Figure 1. Sequential cells grouped by signal name.
Bar = 50 um.
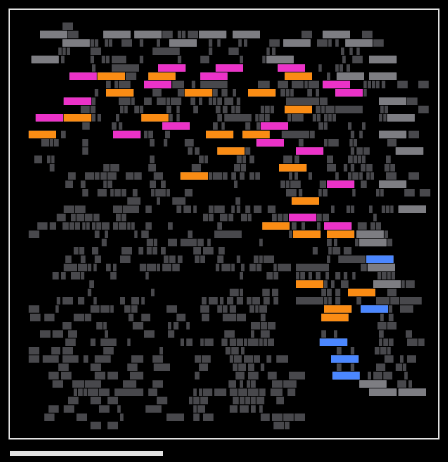
Figure 2. Logic cells by family.
Bar = 50 um.
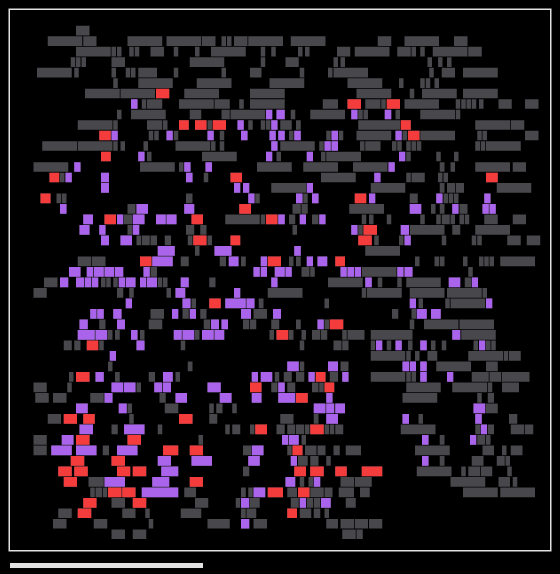
Figure 3. Wiring by layer.
Two of the layers only.
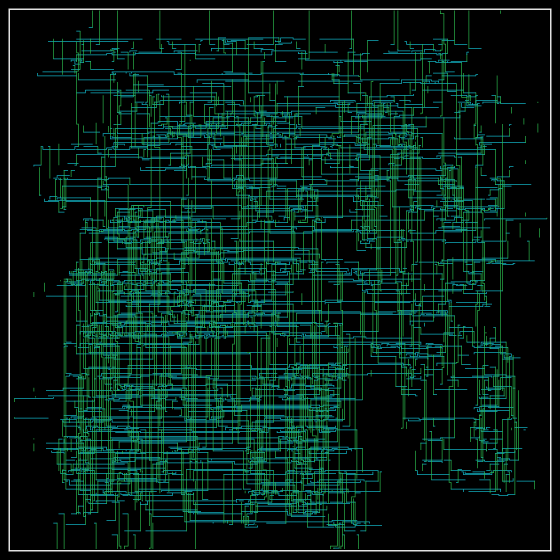
===== config.mk =====
export PLATFORM = sky130hd
export DESIGN_NAME = dequantize
export DESIGN_NICKNAME = d
export VERILOG_FILES = /design/src/rtl/dequant_pkg.sv /design/src/rtl/dequant_signext.sv /design/src/rtl/dequantize.sv
export SDC_FILE = /design/constraint.sdc
export NUM_CORES = 1
export LEC_CHECK = 0
export CAP_MARGIN = 20
export CORE_MARGIN = 2
export CORE_UTILIZATION = 30
export CTS_CLUSTER_DIAMETER = 50
export CTS_CLUSTER_SIZE = 30
export DETAILED_ROUTE_END_ITERATION = 8
export GPL_TIMING_DRIVEN = 0
export PLACE_DENSITY_LB_ADDON = 0.05
export SLEW_MARGIN = 25
export SYNTH_ARGS = -nofsm -noshare
export SYNTH_HDL_FRONTEND = slang
export SYNTH_SLANG_ARGS = --single-unit

===== constraint.sdc =====
create_clock -name clock -period 8.3 [get_ports clock]
set_clock_uncertainty 0.2 [all_clocks]
set_input_delay 2.075 -clock clock [delete_from_list [all_inputs] [get_ports clock]]
set_output_delay 2.075 -clock clock [all_outputs]
set_load 0.005 [all_outputs]

===== src/rtl/dequant_pkg.sv =====
// Shared constants, FSM state encoding and the decoded-sample record
// used by the dequantizer and its sign-extension front end.
package dequant_pkg;

   localparam int unsigned DATA_W = 18;
   localparam int unsigned NQ_W   = 5;

   // Valid Nquant range; anything outside is treated as full width.
   localparam logic [NQ_W-1:0] NQ_MIN = 5'd1;
   localparam logic [NQ_W-1:0] NQ_MAX = 5'd18;

   typedef enum logic [1:0] {
      IDLE  = 2'd0,
      SHIFT = 2'd1,
      DONE  = 2'd2
   } state_t;

   // Sign-extended code and its remaining left-shift count.
   typedef struct packed {
      logic [DATA_W-1:0] v;
      logic [NQ_W-1:0]   s;
   } sample_t;

endpackage


===== src/rtl/dequant_signext.sv =====
// Combinational front end: clamps Nquant, derives the shift count and
// sign-extends the right-aligned code to the full sample width.
module dequant_signext
   import dequant_pkg::*;
(
   input  logic [NQ_W-1:0]   Nquant,
   input  logic [DATA_W-1:0] datain,
   output sample_t           sample
);

   logic [NQ_W-1:0]   nq;
   logic [NQ_W-1:0]   s;
   logic [DATA_W-1:0] aligned;

   // NOTE: every variable gets a default at the top of always_comb so no
   // path leaves it unassigned, which would otherwise infer a latch.
   always_comb begin
      nq = Nquant;
      if (Nquant < NQ_MIN || Nquant > NQ_MAX) nq = NQ_MAX;
      s = NQ_MAX - nq;
      // Park the code's sign bit at the MSB, then arithmetic-shift back.
      aligned  = datain << s;
      sample.v = $signed(aligned) >>> s;
      sample.s = s;
   end

endmodule


===== src/rtl/dequantize.sv =====
// Serial-shift dequantizer: sign-extended code is shifted left one bit
// per clock, with a one-entry hold register and a sticky overrun flag.
module dequantize
   import dequant_pkg::*;
(
   input  logic              clock,
   input  logic              reset,
   input  logic [NQ_W-1:0]   Nquant,
   input  logic [DATA_W-1:0] datain,
   input  logic              endatain,
   output logic [DATA_W-1:0] dataout,
   output logic              dataready,
   output logic              busy,
   output logic              overrun
);

   state_t            state, next_state;
   sample_t           cur, src, hold;
   logic              hold_valid;
   logic [DATA_W-1:0] sr;
   logic [NQ_W-1:0]   cnt, shamt;
   logic              load_hold, load_new, load, hold_cap, drop;

   dequant_signext u_signext (
      .Nquant (Nquant),
      .datain (datain),
      .sample (cur)
   );

   // State register.
   // NOTE: sequential state is written with non-blocking assignments so
   // every flop samples pre-edge values regardless of statement order.
   always_ff @(posedge clock or posedge reset) begin
      if (reset) state <= IDLE;
      else       state <= next_state;
   end

   // Next-state logic.
   always_comb begin
      next_state = state;
      case (state)
         IDLE:    if (endatain) next_state = (cur.s == '0) ? DONE : SHIFT;
         SHIFT:   if (cnt == shamt - NQ_W'(1)) next_state = DONE;
         DONE:    if (load) next_state = (src.s == '0) ? DONE : SHIFT;
                  else      next_state = IDLE;
         default: next_state = IDLE;
      endcase
   end

   // Control decode: load source, hold capture and drop decisions.
   always_comb begin
      load_hold = (state == DONE) && hold_valid;
      load_new  = endatain && ((state == IDLE) || ((state == DONE) && !hold_valid));
      load      = load_hold || load_new;
      src       = load_hold ? hold : cur;
      // In DONE the hold slot is vacated and refilled on the same edge.
      hold_cap  = endatain && (((state == SHIFT) && !hold_valid) || load_hold);
      drop      = endatain && (state == SHIFT) && hold_valid;
      busy      = (state != IDLE);
   end

   // Shifter, counter and output register.
   always_ff @(posedge clock or posedge reset) begin
      if (reset) begin
         sr        <= '0;
         cnt       <= '0;
         shamt     <= '0;
         dataout   <= '0;
         dataready <= 1'b0;
      end else begin
         dataready <= (state == DONE);
         if (state == DONE) dataout <= sr;
         if (load) begin
            sr    <= src.v;
            shamt <= src.s;
            cnt   <= '0;
         end else if (state == SHIFT) begin
            sr  <= sr << 1;
            cnt <= cnt + NQ_W'(1);
         end
      end
   end

   // Hold register and sticky overrun.
   // NOTE: the single hold entry is plain flops, so it is reset along with
   // its valid bit; a held sample must never survive a reset.
   always_ff @(posedge clock or posedge reset) begin
      if (reset) begin
         hold       <= '0;
         hold_valid <= 1'b0;
         overrun    <= 1'b0;
      end else begin
         if (hold_cap) begin
            hold       <= cur;
            hold_valid <= 1'b1;
         end else if (load_hold) begin
            hold_valid <= 1'b0;
         end
         if (drop) overrun <= 1'b1;
      end
   end

endmodule


==> run summary <==
Update from the flow run.

The largest driver fanout on the critical path is 10. Looking at the hold checks, the worst path lands on overrun$_DFFE_PP0P_. The cell-internal power is between 1000 and 1500 uW. The run finished with clean final reports. Clock cells make up 4.91% of the layout cell area. The detailed-route vias per instance is 6.02. The flow reports that the clock network draws 21.9% of the design power. The cell count after synthesis is approximately 690. The count of buffers added by post-CTS timing repair for setup is 0. Entering global routing, the biggest net connects 40 pins. Counting pins that exceed their max-slew limit in the final report gives 0. The dominant cell type by count on the critical path is inv_1. The post-synthesis async set-or-reset flop share is 100%.

The share of total power consumed by net switching is about two fifths. The cell count along the critical path is 16. The peak per-stage delay on the critical path is 0.83 ns. The quantity of hold-fixing buffers added after cts is 0. The report gives the cell count of the worst hold path as 1. Detailed-route iteration 0 reported a violation count of 476. The script reports the combined buffer and inverter count of the critical path as 5.

Non-clock buffers make up 10.3% of the layout cell area. The smallest clock period supported by the final layout is computed as 7.34 ns. The total of max-cap violations is 0. The power report lists the combinational group at 907 uW.

The clock network power is 429 uW. The number of failing hold endpoints at the final stage is 0. Dividing total power by cell area gives a power density of 296 nW/um^2. The count of antenna diodes in the layout is 0.

The warning total across the stage logs is 26. The layout has 10 clock buffers. The number of cell rows is 49. The worst hold-check path type is reg2reg.

Grouping stages by cell kind, the critical path spends the most delay in AND-OR/OR-AND gates. The register bit count reported by yosys is 74. The reported sequential group power is 623 uW. The category of the critical setup timing path is in2reg.

The iteration count recorded for the first detailed-route pass is 5. The number of signal-net buffers in the layout is ~96. The leakage component of the power was reported as around 0.0026 uW.

The clock sink count is 74. The capturing instance or port of the critical path is sr[0]$_DFFE_PP0P_. For the worst setup path, the data arrival time is 7.35 ns.
Back to the opening pictures, Figure 1:
Key: blue = `shamt` [placed flops 5, where bottom right]; magenta = `sr` [placed flops 18]; orange = `hold` [placed flops 23]
fraction of area in registers: 27.9%
final cell utilization of the core: 36.8%
FF+latch area: 1850 um^2

Back to the opening pictures, Figure 2:
Key: purple = aoi and oai cells [cells 198, most used a21oi_1]; red = non-inverting ao/oa cells [cells 65, most used a32o_1]
combinational share of cell area: 51.7%
non-filler cells, final: 981
most frequently placed logic cell in the final layout: nand2_1

Back to the opening pictures, Figure 3:
Key: green = M2 [wire length 9660 um]; cyan = M1 [wire length 10300 um]
vias after detailed routing: 5902
total global routing track utilization: 22.5%
Routed Wire Length: 22000 um
routed length per instance: 22.4 um

through the flow:
step                setup WS [ns]  cells  area [um^2]  power, uW  util, %
floorplan                    2.67    693         5550       1180        -
detailed placement          0.809    966         6290       1530     34.9
CTS                          1.13    981         6620       1960     36.7
global route                0.646    981         6630       2100     36.8
global placement            0.754    965         6260       1520     34.7
finish                      0.963    981         6630       1960     36.8
kinds of logic after synthesis:
| group | share of synthesized area (%) |
|---|---|
| flops | 33.4 |
| buf+inv | 5.17 |
| xor+xnor | 1.74 |
| mux | 2.66 |
| fa+ha+maj | 0.677 |
| simple gates | 21.6 |
| compound gates | 34.7 |
synthesized netlist by cell type, drive strengths merged, types with 4 or more instances:
master / instances / area share [%]
a31oi: 13 / 1.6
a221o: 10 / 1.8
a22o: 4 / 0.63
xor2: 4 / 0.63
o31a: 4 / 0.63
xnor2: 7 / 1.1
a21o: 4 / 0.54
a21oi: 53 / 4.8
inv: 15 / 1.0
nand2: 126 / 8.5
or3: 7 / 0.88
buf: 17 / 1.8
nand4: 6 / 0.68
nor4: 4 / 0.45
and2: 6 / 0.68
a31o: 7 / 1.1
mux2i: 8 / 1.4
o211ai: 5 / 0.68
dfrtp: 74 / 33
o22ai: 17 / 2.0
clkbuf: 35 / 2.4
and3: 4 / 0.45
a221oi: 12 / 3.1
nand3: 13 / 1.2
a211oi: 12 / 1.8
nor2: 54 / 3.7
nand2b: 5 / 0.56
nor3: 18 / 2.0
o221ai: 5 / 0.79
a22oi: 4 / 0.54
nor2b: 5 / 0.56
o31ai: 5 / 0.68
mux2: 6 / 1.2
o21a: 8 / 1.2
a32o: 15 / 2.7
o21ai: 52 / 4.7
registers in the layout (all words and copies together) (netlist names):
signal and count:
sr 18, cnt 5, overrun 1, shamt 5
dataout 18, hold 23, hold_valid 1, dataready 1
state 2
Power and IR drop assume default switching activity.
